### src/rtl/serial_adder_if.sv
// Operand/result handshake bundle for the bit-serial adder.
// The master side offers operands and accepts results; the slave side is the adder.
interface serial_adder_if #(
  parameter int WIDTH = 8
);
  logic             in_valid;
  logic             in_ready;
  logic [WIDTH-1:0] a;
  logic [WIDTH-1:0] b;
  logic             cin;
  logic             out_valid;
  logic             out_ready;
  logic [WIDTH-1:0] sum;
  logic             cout;
  logic             busy;

  modport master (
    output in_valid, a, b, cin, out_ready,
    input  in_ready, out_valid, sum, cout, busy
  );

  modport slave (
    input  in_valid, a, b, cin, out_ready,
    output in_ready, out_valid, sum, cout, busy
  );
endinterface

### src/rtl/serial_adder.sv
// Bit-serial WIDTH-bit adder: two half adders plus a carry flop add one bit per clock,
// LSB first, between an operand handshake and a result handshake.
module ha (
  input  logic x,
  input  logic y,
  output logic s,
  output logic c
);
  assign s = x ^ y;
  assign c = x & y;
endmodule

module serial_adder #(
  parameter int WIDTH = 8
) (
  input  logic          clk,
  input  logic          rst,
  serial_adder_if.slave bus
);
  localparam int            CW   = $clog2(WIDTH) + 1;
  localparam logic [CW-1:0] LAST = CW'(WIDTH - 1);

  typedef enum logic [1:0] {
    IDLE,
    SHIFT,
    DONE
  } state_t;

  state_t           state;
  logic [WIDTH-1:0] a_sh;
  logic [WIDTH-1:0] b_sh;
  logic [WIDTH-1:0] sum_r;
  logic [WIDTH-1:0] sum_next;
  logic [CW-1:0]    count;
  logic             carry;
  logic             cout_r;
  logic             out_valid_r;
  logic             busy_r;

  logic p;
  logic g0;
  logic s;
  logic g1;
  logic c;

  ha u_ha0 (.x(a_sh[0]), .y(b_sh[0]), .s(p), .c(g0));
  ha u_ha1 (.x(p),       .y(carry),   .s(s), .c(g1));
  assign c = g0 | g1;

  // New sum bit enters at the MSB so the LSB lands in bit 0 after WIDTH shifts.
  always_comb begin
    sum_next            = sum_r >> 1;
    sum_next[WIDTH-1]   = s;
  end

  always_ff @(posedge clk) begin
    if (rst) begin
      state       <= IDLE;
      a_sh        <= '0;
      b_sh        <= '0;
      carry       <= 1'b0;
      count       <= '0;
      sum_r       <= '0;
      cout_r      <= 1'b0;
      out_valid_r <= 1'b0;
      busy_r      <= 1'b0;
    end else begin
      case (state)
        IDLE: begin
          if (bus.in_valid) begin
            a_sh   <= bus.a;
            b_sh   <= bus.b;
            carry  <= bus.cin;
            count  <= '0;
            busy_r <= 1'b1;
            state  <= SHIFT;
          end
        end
        SHIFT: begin
          sum_r <= sum_next;
          carry <= c;
          a_sh  <= a_sh >> 1;
          b_sh  <= b_sh >> 1;
          count <= count + CW'(1);
          if (count == LAST) begin
            cout_r      <= c;
            out_valid_r <= 1'b1;
            state       <= DONE;
          end
        end
        DONE: begin
          if (bus.out_ready) begin
            out_valid_r <= 1'b0;
            busy_r      <= 1'b0;
            state       <= IDLE;
          end
        end
        default: state <= IDLE;
      endcase
    end
  end

  // in_ready is forced low during reset so nothing is offered before the FSM is known.
  assign bus.in_ready  = (state == IDLE) && !rst;
  assign bus.out_valid = out_valid_r;
  assign bus.sum       = sum_r;
  assign bus.cout      = cout_r;
  assign bus.busy      = busy_r;

  a_result_held: assert property (@(posedge clk) disable iff (rst)
    out_valid_r && !bus.out_ready |=> out_valid_r && $stable(sum_r) && $stable(cout_r));

  a_no_accept_while_busy: assert property (@(posedge clk) disable iff (rst)
    !(busy_r && bus.in_ready));
endmodule

### src/flat_wrapper.sv
// flat-port wrapper written by rule: the top's interface ports become plain ports
module serial_adder_flat 
#(
  parameter int WIDTH = 8
)
  (clk, rst, bus_in_valid, bus_a, bus_b, bus_cin, bus_out_ready, bus_in_ready, bus_out_valid, bus_sum, bus_cout, bus_busy);
  serial_adder_if #(.WIDTH(WIDTH)) bus_i ();
  input  logic clk;
  input  logic rst;
  input wire logic [$bits(bus_i.in_valid)-1:0] bus_in_valid;
  input wire logic [$bits(bus_i.a)-1:0] bus_a;
  input wire logic [$bits(bus_i.b)-1:0] bus_b;
  input wire logic [$bits(bus_i.cin)-1:0] bus_cin;
  input wire logic [$bits(bus_i.out_ready)-1:0] bus_out_ready;
  output wire logic [$bits(bus_i.in_ready)-1:0] bus_in_ready;
  output wire logic [$bits(bus_i.out_valid)-1:0] bus_out_valid;
  output wire logic [$bits(bus_i.sum)-1:0] bus_sum;
  output wire logic [$bits(bus_i.cout)-1:0] bus_cout;
  output wire logic [$bits(bus_i.busy)-1:0] bus_busy;
  assign bus_i.in_valid = bus_in_valid;
  assign bus_i.a = bus_a;
  assign bus_i.b = bus_b;
  assign bus_i.cin = bus_cin;
  assign bus_i.out_ready = bus_out_ready;
  assign bus_in_ready = bus_i.in_ready;
  assign bus_out_valid = bus_i.out_valid;
  assign bus_sum = bus_i.sum;
  assign bus_cout = bus_i.cout;
  assign bus_busy = bus_i.busy;
  serial_adder #(.WIDTH(WIDTH)) u_core (.clk(clk), .rst(rst), .bus(bus_i));
endmodule
### config.mk
export PLATFORM = sky130hd
export DESIGN_NAME = serial_adder_flat
export DESIGN_NICKNAME = d
export VERILOG_FILES = /design/src/rtl/serial_adder_if.sv /design/src/rtl/serial_adder.sv /design/src/flat_wrapper.sv
export SDC_FILE = /design/constraint.sdc
export NUM_CORES = 1
export LEC_CHECK = 0
export ABC_CLOCK_PERIOD_IN_PS = 1500
export CAP_MARGIN = 20
export CORE_ASPECT_RATIO = 1.4
export CORE_UTILIZATION = 51
export CTS_BUF_LIST = sky130_fd_sc_hd__clkbuf_8 sky130_fd_sc_hd__clkbuf_16
export DETAILED_ROUTE_END_ITERATION = 8
export PLACE_DENSITY_LB_ADDON = 0.1
export SYNTH_ARGS = -nofsm -noshare
export SYNTH_HDL_FRONTEND = slang
export SYNTH_SLANG_ARGS = --single-unit
### constraint.sdc
create_clock -name clk -period 1.5 [get_ports clk]
set_input_delay 0.3 -clock clk [delete_from_list [all_inputs] [get_ports clk]]
set_output_delay 0.3 -clock clk [all_outputs]
set_load 0.05 [all_outputs]
==> CHANGELOG.md, run 1 <==
### Metrics

- Global-route wire length before repair: 6603 um
- Synthesized flop and latch total: 34
- Final instance area: 2278 sq um
- Outcome: finished, final reports clean
- First-iteration detailed-routing DRC count: 74
- Adder share: 1.962%
- Slew HR: 79.81%
- Register area share after synthesis: 41.06%
- Net Sw Frac: 26.59%
- Library cells used by synthesis: 33
- N_diodes: 0
- NetSw: 0.5494 mW
- Final ANT Viol Nets: 0
- Initial antenna violation count: 0
- Clock tree sinks: 34
- Sequential power share: 48.5%
- Vias in the first global route: 1495
- Final worst-path cycle share: 94.50%
- Area leader, netlist: dfxtp_1
- GRT Residual Overflow: 0
- Die ar.: 3486 sq um
- Yosys warning total: 0
- CTS tree: done
- Main logic family: AND-OR/OR-AND gates
- Hold Startpoint: u_core.count[3]
- # DRC: 0
- Htree depth: 2
- Top FF cell, synth: dfxtp_1
- Final worst path period need: 1.417 ns
- Crit path DAT: 1.12 ns
- CP Launch Type: flip-flop
- Share of cells above drive strength 1: 22.22%
- Pre-CTS setup slack: -0.1310 ns
- Max Fclk: 705.5 MHz
- Async SR Flop Fraction: 0%
- Cells in synth_stat.txt: 205
- MUX area fraction: 0.6038%
- Area Growth Syn to Fin: 37.43%
- Worst Hold Depth: 2
- Fin nets: 265
- YS chip area: 1658 sq um
- Final tally of hold violations: 0
- PnR worst setup slack: 0.08255 ns
- XOR/XNOR Area Share: 0%
- CP max FO: 21
- Tool warnings: 26
- FP Util: 53.60%
- Complex Gates by Area: 29.36%
- Clock buffer count from CTS: 5
- Syn nets: 228
- Worst Path Required: 1.20 ns
- Postcts setup bufs: 0
- Post-DR vias/cell: 5.532
- Hold Path Class: flip-flop to flip-flop
- Die Y: 69.46 um
- WS Path Type: flip-flop to output port
- I/O pins: 33
- Static Leak: 0.9185 nW
- Core area: 3093 sq um
- R2r setup slk: 0.16 ns
- Synthesized instance count: 205
## run 1: placed cells by master (no fill, tap or decap), types with 2 or more instances in the layout
cell type        synthesis  layout
a21oi_1                 41      41
buf_12                   0      13
buf_4                    3      14
clkbuf_8                 0       6
clkdlybuf4s50_1          0      19
dfxtp_1                 34      33
inv_1                   16      17
nand2_1                 22      22
nand2b_1                 2       2
nand3_1                  3       3
nor2_1                  24      24
nor2b_1                  6       6
o21ai_0                  3       3
o21bai_1                 2       2
o221a_2                 14      14
o22a_1                   4       4
o22ai_1                  2       2
## run 1: what timing repair did
item / in CTS / in global routing
hold endpoints to repair: 0 / 0
resized: 0 / 2
setup endpoints to repair: 0 / 1
## run 1: area by class of cell
cell class / count / area, sq um / share of cell area (%)
timing repair buffer: 47 / 568.0 / 24.93
inverter: 16 / 60.06 / 2.636
multi-input combinational: 138 / 828.3 / 36.35
sequential: 34 / 681.9 / 29.93
clock buffer: 6 / 82.58 / 3.624
tap: 39 / 48.80 / 2.142
clock inverter: 2 / 8.758 / 0.3844
## run 1: state kept, by name (all words and copies together), names as in the netlist
register              flops
u_core.bus.out_valid      1
u_core.bus.cout           1
u_core.bus.sum            8
u_core.count              4
u_core.state              2
u_core.a_sh               8
u_core.b_sh               8
u_core.bus.busy           1
u_core.carry              1
## run 1: worst max-delay path by stage
stage	start	end
after CTS	u_core.state[0]	bus_in_ready
after detailed placement	bus_in_valid	u_core.b_sh[5]
final	u_core.state[0]	bus_in_ready
after global routing	u_core.state[0]	bus_in_ready
after floorplan	u_core.state[1]	bus_in_ready
after global placement	bus_in_valid	u_core.b_sh[6]
## run 1: metrics by stage
stage / instances / setup TNS (ns) / hold WS (ns)
finish: 282 / 0 / 0.4986
global placement: 274 / -0.5922 / 0.4752
detailed placement: 274 / -1.323 / 0.4898
CTS: 282 / 0 / 0.4996
global route: 282 / 0 / 0.5111
floorplan: 205 / 0 / 0.4548
## run 1: synthesized netlist by cell type (all sizes together) (2+ instances only)
library cell	count
inv	16
nand2b	2
nand2	22
buf	15
dfxtp	34
o21bai	2
o22ai	2
o22a	4
clkbuf	2
o221a	14
o21ai	3
nor2	24
nand3	3
a21oi	41
nor2b	7
## run 1: logic make-up (layout without fill, tap and decap cells)
family,after synthesis,count (layout)
adders and majority gates,2,2
muxes,1,1
DFF,34,34
buffers and inverters,33,71
and+or+nand+nor,64,64
AOI/OAI and AO/OA,71,71
## run 1: power groups by stage
stage | Sequential, mW | Combinational (mW) | Clock (mW)
detailed placement | 1.02 | 0.374 | 0
floorplan | 1.03 | 0.204 | 0
CTS | 1.00 | 0.376 | 0.698
global route | 1.01 | 0.410 | 0.743
global placement | 1.02 | 0.361 | 0
finish | 1.00 | 0.377 | 0.687
## run 1: per-layer routing
metal	vias to the layer above	routed length, um	part of all wire [%]	GRT usage [%]
met5	-	0	0	0
met4	0	68	1.7	11.11
met3	7	106	2.7	5.044
met2	37	2077	53	42.22
met1	735	1699	43	28.67
li1	781	-	-	-
## run 1: worst max-delay path: stages (launching register included)
cell	delay [ns]
dfxtp_1	0.34
buf_12	0.16
nor3_4	0.17
buf_12	0.16
run_1/final_congestion.png
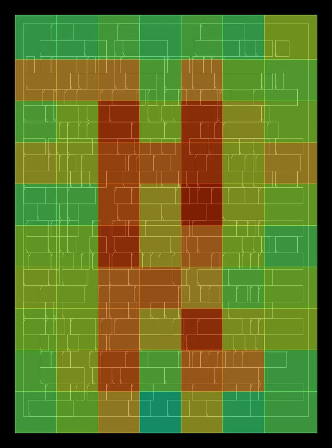
met3 Usage GRT: 5.044%
Total GRT Usage: 24.67%
wire per inst: 14.01 um
met2 usage: 42.22%

run_1/met1.png
(6 px per um) Supply wires on this layer in grey.
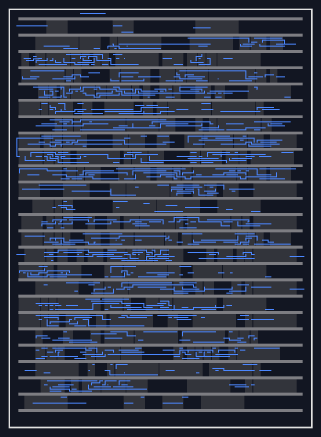
longest straight run: 15.2 um
wire length on this layer: 1700 um
nets with wire on the layer: 238
share of all routed wire: 43%
main direction: horizontal

run_1/clock_map.png
(4 px per um)
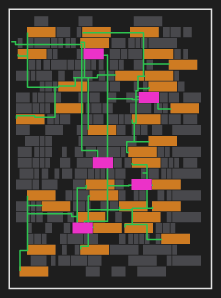
[orange] flip-flops | count: 34
[magenta] cells driving clock nets | count: 5
[green] clock wires | length: 410 um
flops lie: all over the die

run_1/met2.png
(6 px per um)
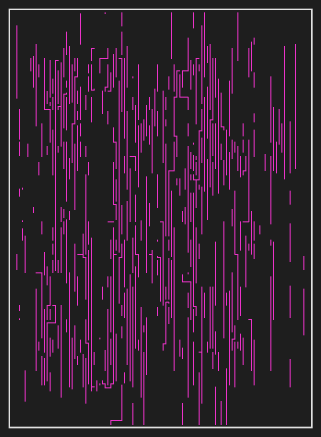
main direction: vertical
share of all routed wire: 53%
wire length on this layer: 2080 um
longest straight run: 35.0 um
nets with wire on the layer: 220
vias: 1560
WL final: 3951 um

==> run 2: changes to the inputs <==
--- a/config.mk
+++ b/config.mk
@@ -5,13 +5,14 @@
 export SDC_FILE = /design/constraint.sdc
 export NUM_CORES = 1
 export LEC_CHECK = 0
-export ABC_CLOCK_PERIOD_IN_PS = 1500
 export CAP_MARGIN = 20
 export CORE_ASPECT_RATIO = 1.4
-export CORE_UTILIZATION = 51
+export CORE_UTILIZATION = 50
 export CTS_BUF_LIST = sky130_fd_sc_hd__clkbuf_8 sky130_fd_sc_hd__clkbuf_16
 export DETAILED_ROUTE_END_ITERATION = 8
 export PLACE_DENSITY_LB_ADDON = 0.1
+export SLEW_MARGIN = 20
 export SYNTH_ARGS = -nofsm -noshare
 export SYNTH_HDL_FRONTEND = slang
+export SYNTH_HIERARCHICAL = 1
 export SYNTH_SLANG_ARGS = --single-unit
==> run 2 against run 1 <==
- worst setup slack got worse by 0.023 ns
- combinational power fell by 1%
- final cell count fell by 11%
- worst hold slack improved by 0.0038 ns
- sequential share of layout area rose by 1.0 points
- synthesized area fell by 5.7%
- sequential power barely moved
- non-clock buffer count fell by 2
- cell area fell by 2.7%
- total power rose by 3.7%
- critical path type unchanged
- highest routed layer unchanged
==> CHANGELOG.md, run 2 <==
### Metrics

- Outcome: finished, final reports clean
- Yosys warning total: 6
- WL final: 3663 um
- Commonest cells post-synth: dfxtp_1, nand2_1, a21oi_1
- Worst-path cell with the longest stage delay: dfxtp_2
- Async SR Flop Fraction: 0%
- Clock buffer count from CTS: 5
- Top FF cell, synth: dfxtp_1
- Total GRT Usage: 24.99%
- Main logic family: AND-OR/OR-AND gates
- Critical path, cell by cell: buf_4 -> nor3_4 -> buf_12
- Main area contributors: dfxtp_1, nand2_1, a21oi_1
- Initial antenna violation count: 0
- Worst Path Required: 1.20 ns
- Clock skew: 0.006370 ns
- # hold bufs at CTS: 0
- Dominant cell area share: 43.55%
- Top logic cells by instance count in the layout: nand2_1, dfxtp_1, a21oi_1, nor2_1, clkdlybuf4s50_1
- RSZ-0062 raised after global routing: no
- CP max stage delay: 0.36 ns
- Hold Path Class: flip-flop to flip-flop
- Dpl cell area: 2087 sq um
- Die ar.: 3356 sq um
- XOR/XNOR Area Share: 0%
- Final worst path period need: 1.440 ns
- Area leader, netlist: dfxtp_1
- FP Util: 53.77%
- Fill count: 196
- Global-route wire length before repair: 6182 um
- Skew-Pair Late Insertion Delay: 0.28 ns
- I/O pins: 33
- Synthesized flop and latch total: 34
- R2R cell count: 6
- Complex Gates by Area: 26.18%
- Final setup fails: 0
- Chip width: 49.25 um
- WS Path Type: flip-flop to output port
- Top sig layer: met4
- Final setup TNS: 0 ns
- Core area: 2907 sq um
- CP Launch Type: flip-flop
- Final tally of hold violations: 0
- PnR worst setup slack: 0.05992 ns
- Cells in synth_stat.txt: 174
- Library cells used by synthesis: 35
- Tool warnings: 26
- MUX area fraction: 0%
- Final Max Tran Viols: 0
- Clock tree sinks: 34
- Commonest Layout Cell: nand2_1
- Final ANT Viol Nets: 0
- Adder share: 2.402%
- Static Leak: 0.9041 nW
- N_diodes: 0
- Synthesized instance count: 174
- Hpwl dp: 2589 um
- First drt pass iteration count: 4
- WL met1: 1449 um
- Crit path DAT: 1.14 ns
- First-iteration detailed-routing DRC count: 41
- Die Y: 68.15 um
- CTS root buf: clkbuf_8
- Slew HR: 80.62%
- Vias: 1368
- Cell Area, Synth: 1563 sq um
- Crit path capture type: output port
- GP Congestion: 0.8849
- Power Total: 2.143 mW
- Vias in the first global route: 1440
- # rows: 23
- # DRC: 0
- Port-buffer cells: 32
- Fin nets: 236
- Hold_ws: 0.5024 ns
- Largest net degree at the start of global routing: 25
- Peak VDD IR: 0.0009169 V
- Metal3 WL: 116 um
- Worst slew pin tran: 0.2882 ns
- GRT Residual Overflow: 0
- Htree depth: 2
- Power Dens Cells: 967.0 nW/um^2
- Max Fclk: 694.4 MHz
- Wire per inst: 14.65 um
- Pre-CTS setup slack: -0.09758 ns
- Worst Hold Depth: 2
- CP max FO: 9
- Final instance area: 2216 sq um
- CTS tree: done
- Max cap viols: 0
- Clock transition at the registers of the reported paths: 0.06 ns
- YS chip area: 1563 sq um
- Share of cells above drive strength 1: 26.29%
- Simple Share, Synth: 20.42%
- Area Growth Syn to Fin: 41.79%
- Final worst-path cycle share: 96.01%
- Syn Area/Cell: 8.981 sq um
- Post-DR vias/cell: 5.472
- Metal2 WL: 2042 um
- Register area share after synthesis: 43.55%
- Post-synth EDFFs: 0
- Clk buf depth: 2
- Syn nets: 198
## run 2: netlist changes by cell type after synthesis, moves of 5 or more
cell / delta
inv_1: -14
a211oi_1: +8
a211oi_2: +7
o221a_2: -14
a21oi_2: +5
buf_2: -5
nand2_1: +12
nor2b_1: -5
a21oi_1: -20
## run 2: what timing repair did
item	4_1_cts	5_1_grt
gates resized	4	0
pin swaps	1	1
buffers inserted	0	3
setup endpoints to repair	1	1
## run 2: stage by stage
stage,std cells,utilization (%)
2_1_floorplan,174,-
3_3_place_gp,240,71.80
3_5_place_dp,240,71.80
4_1_cts,248,75.72
5_1_grt,250,76.24
6_report,250,76.24
## run 2: logic make-up (layout without fill, tap and decap cells)
| logic type | after synthesis | after routing |
|---|---|---|
| buffers and inverters | 16 | 55 |
| flip-flops | 34 | 34 |
| AND-OR/OR-AND | 53 | 53 |
| AND/OR/NAND/NOR | 68 | 68 |
| adder cells (fa/ha/maj) | 3 | 3 |
## run 2: per-layer routing
layer  up-vias  track usage [%]
met5         -                0
met4         0            14.34
met3         6            5.556
met2        37            49.49
met1       648            23.38
li1        677                -
## run 2: layout make-up
cell class              instances  area, sq um  share of cell area, %
repair buffers                 45        586.8                  26.48
well taps                      37        46.29                  2.089
multi-input cells             124        779.5                  35.18
inverters                       2        7.507                 0.3388
flip-flops and latches         34        685.7                  30.94
clock buffers                   8        110.1                  4.969
## run 2: path summary, 6_finish.rpt
kind | start | endpoint | slack [ns]
worst max-delay path | u_core/state[0] | bus_in_ready | 0.06
worst max register to register | u_core/state[1] | u_core/b_sh[4] | 0.07
worst min register to register | u_core/bus.sum[6] | u_core/bus.sum[5] | 0.50
worst min-delay path | u_core/bus.sum[6] | u_core/bus.sum[5] | 0.50
## run 2: report_power, final
part / leakage (nW) / total [mW] / switching, mW / internal (mW)
sequential: 0.280 / 0.991 / 0.0390 / 0.952
combinational: 0.567 / 0.373 / 0.188 / 0.185
clock: 0.0575 / 0.779 / 0.316 / 0.463
total: 0.904 / 2.14 / 0.543 / 1.60
## run 2: critical path: cells and delay by family (launching register included)
family | cells | cell delay [ns]
AND/OR/NAND/NOR | 1 | 0.16
buffers and inverters | 2 | 0.34
flip-flops | 1 | 0.36
run_2/met2.png
(6 px per um)
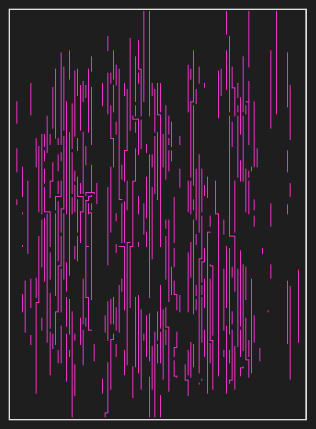
wire length on this layer: 2040 um
main direction: vertical

run_2/clock_map.png
(4 px per um)
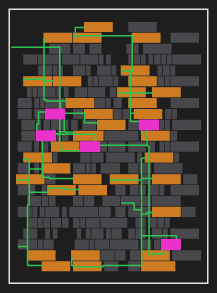
[magenta] cells driving clock nets | count: 5
[green] clock wires | length: 405 um
[orange] flip-flops | count: 34
routed clock nets: 6

==> run 3: changes to the inputs <==
==> constraint.sdc (replaced) <==
create_clock -name clk -period 1.5 [get_ports clk]
set_input_delay 0.15 -clock clk [delete_from_list [all_inputs] [get_ports clk]]
set_output_delay 0.15 -clock clk [all_outputs]
set_load 0.01 [all_outputs]
==> run 3 against run 2 <==
- worst setup slack better by 0.069 ns
- sequential share of layout area grew 3.3 points
- synthesized area is the same
- register-to-register slack gained 0.06 ns
- sequential cell count did not move
- utilization decreased by 7.7 points
- largest power group unchanged
==> CHANGELOG.md, run 3 <==
### Metrics

- # rows: 23
- Final Non-Filler Cells: 243
- Wire per inst: 12.98 um
- Postcts setup bufs: 0
- First drt pass iteration count: 4
- Core area: 2907 sq um
- Cells in synth_stat.txt: 174
- Power Dens Cells: 962.8 nW/um^2
- Library cells used by synthesis: 35
- # DRC: 0
- CP bufs+invs: 0
- YS chip area: 1563 sq um
- Final tally of hold violations: 0
- Syn nets: 198
- Die Y: 68.15 um
- Peak VDD IR: 0.0008121 V
- Die ar.: 3356 sq um
- Final setup fails: 0
- Port-buffer cells: 32
- Worst slew pin tran: 0.4043 ns
- Cell Area, Synth: 1563 sq um
- Commonest cells post-synth: dfxtp_1, nand2_1, a21oi_1
- I/O pins: 33
- GP Congestion: 0.8126
- Synthesized flop and latch total: 34
- Outcome: finished, final reports clean
- MI comb area: 768.2 sq um
- Final setup TNS: 0 ns
- Final ANT Viol Nets: 0
- Post-DR vias/cell: 5.514
- Main area contributors: dfxtp_1, nand2_1, a21oi_1
- FP Util: 53.77%
- Syn Area/Cell: 8.981 sq um
- Initial antenna violation count: 0
- Register area share after synthesis: 43.55%
- Clock transition at the registers of the reported paths: 0.07 ns
- Worst Path Required: 1.65 ns
- Static Leak: 0.7959 nW
- Critical path, cell by cell: ha_1 -> ha_1 -> o21a_1 -> a21oi_1 -> o31ai_1
- Max Fclk: 729.2 MHz
- FF/Latch Area: 683.2 sq um
- CTS root buf: clkbuf_8
- DP Cell Count: 236
- Fin nets: 230
- Clock tree sinks: 34
- Post-layout util: 68.58%
- Synthesized instance count: 174
- Max cap viols: 0
- Dominant cell area share: 43.55%
- CP max FO: 2
- Vias: 1340
- R2r setup slk: 0.13 ns
- Crit path top cell by count: ha_1
- Chip width: 49.25 um
- Htree depth: 2
- Largest net degree at the start of global routing: 36
- Power Total: 1.919 mW
- Slew HR: 73.05%
- Tool warnings: 26
- Crit path capture type: flip-flop
- Area Growth Syn to Fin: 27.54%
- Final Max Tran Viols: 0
- GRT Residual Overflow: 0
- Commonest Layout Cell: nand2_1
- Clock skew: 0.005754 ns
- RSZ-0062 raised after global routing: no
- Yosys warning total: 6
- Area leader, netlist: dfxtp_1
- Hpwl dp: 2128 um
- Skew-Pair Late Insertion Delay: 0.28 ns
- Fill count: 248
- Crit path DAT: 1.52 ns
- Total GRT Usage: 21.06%
- Hold Path Class: primary input to flip-flop
- Final worst path period need: 1.371 ns
- First-iteration detailed-routing DRC count: 36
- CP Launch Type: flip-flop
- Async SR Flop Fraction: 0%
- Clk buf depth: 2
- N_diodes: 0
- Top FF cell, synth: dfxtp_1
- Vias in the first global route: 1224
- CP top delay family: adder cells
- WS Path Type: flip-flop to flip-flop
- Top logic cells by instance count in the layout: nand2_1, dfxtp_1, clkdlybuf4s50_1, a21oi_1, nor2_1
==> run 3: worst paths after layout <==
kind	cells after the start	startpoint	end
worst max-delay path	5	u_core/b_sh[0]	u_core/carry
worst min-delay path	3	bus_a[2]	u_core/a_sh[2]
worst max register to register	5	u_core/b_sh[0]	u_core/carry
worst min register to register	2	u_core/bus.out_valid	u_core/bus.out_valid
==> run 3: where the power goes <==
part | internal, mW | total [mW] | switching (mW)
clock | 0.311 | 0.624 | 0.313
sequential | 0.954 | 0.989 | 0.0353
combinational | 0.157 | 0.306 | 0.149
==> run 3: layer usage <==
| layer | GRT usage [%] | up-vias | wire length, um |
|---|---|---|---|
| li1 | - | 667 | - |
| met5 | 0 | - | 0 |
| met2 | 37.33 | 35 | 1627 |
| met4 | 9.926 | 0 | 53 |
| met1 | 24.01 | 634 | 1353 |
| met3 | 4.667 | 4 | 122 |
==> run 3: per-stage QoR <==
stage / setup WS (ns) / instance area [sq um] / hold slack (ns)
floorplan: 0.2831 / 1563 / 0.2910
finish: 0.1286 / 1993 / 0.4199
CTS: 0.1213 / 1993 / 0.4195
global route: 0.05687 / 1993 / 0.4491
global placement: 0.03732 / 1913 / 0.4427
detailed placement: 0.04659 / 1913 / 0.4470
==> run 3: cell families (layout without fill, tap and decap cells) <==
| group | Yosys count | in the layout | share of synthesized area, % |
|---|---|---|---|
| flops | 34 | 34 | 43.55 |
| buf+inv | 16 | 48 | 7.445 |
| fa+ha+maj | 3 | 3 | 2.402 |
| simple gates | 68 | 68 | 20.42 |
| compound gates | 53 | 53 | 26.18 |
==> run 3: cell type report <==
class	count	share of cell area (%)
inverters	2	0.3766
multi-input cells	124	38.54
flip-flops and latches	34	34.27
repair buffers	39	20.53
clock buffers	5	3.453
well taps	37	2.323
clock inverters	2	0.5022
==> run 3: tightest hold or removal path: stages <==
cell and delay (ns):
clkdlybuf4s50_1 0.39, nand2_1 0.05, a211oi_1 0.05
==> run 3: timing repair <==
action | in CTS | in global routing
hold buffers | 0 | 0
endpoints found under the hold margin | 0 | 0
gates resized | 3 | 0
setup endpoints to repair | 1 | 0
run_3/met3.png
(8 px per um)
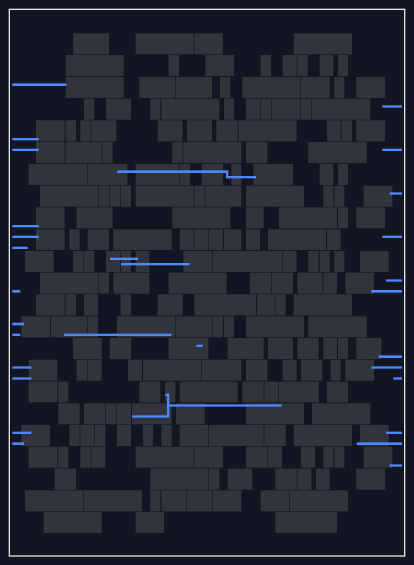
nets with wire on the layer: 28
main direction: horizontal

run_3/final_congestion.png
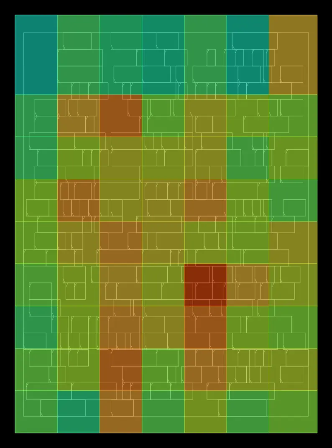
met2 usage: 37.33%
Most Crowded Layer GR: met2

Power figures rest on the tool's default switching activity, not on a simulated workload.
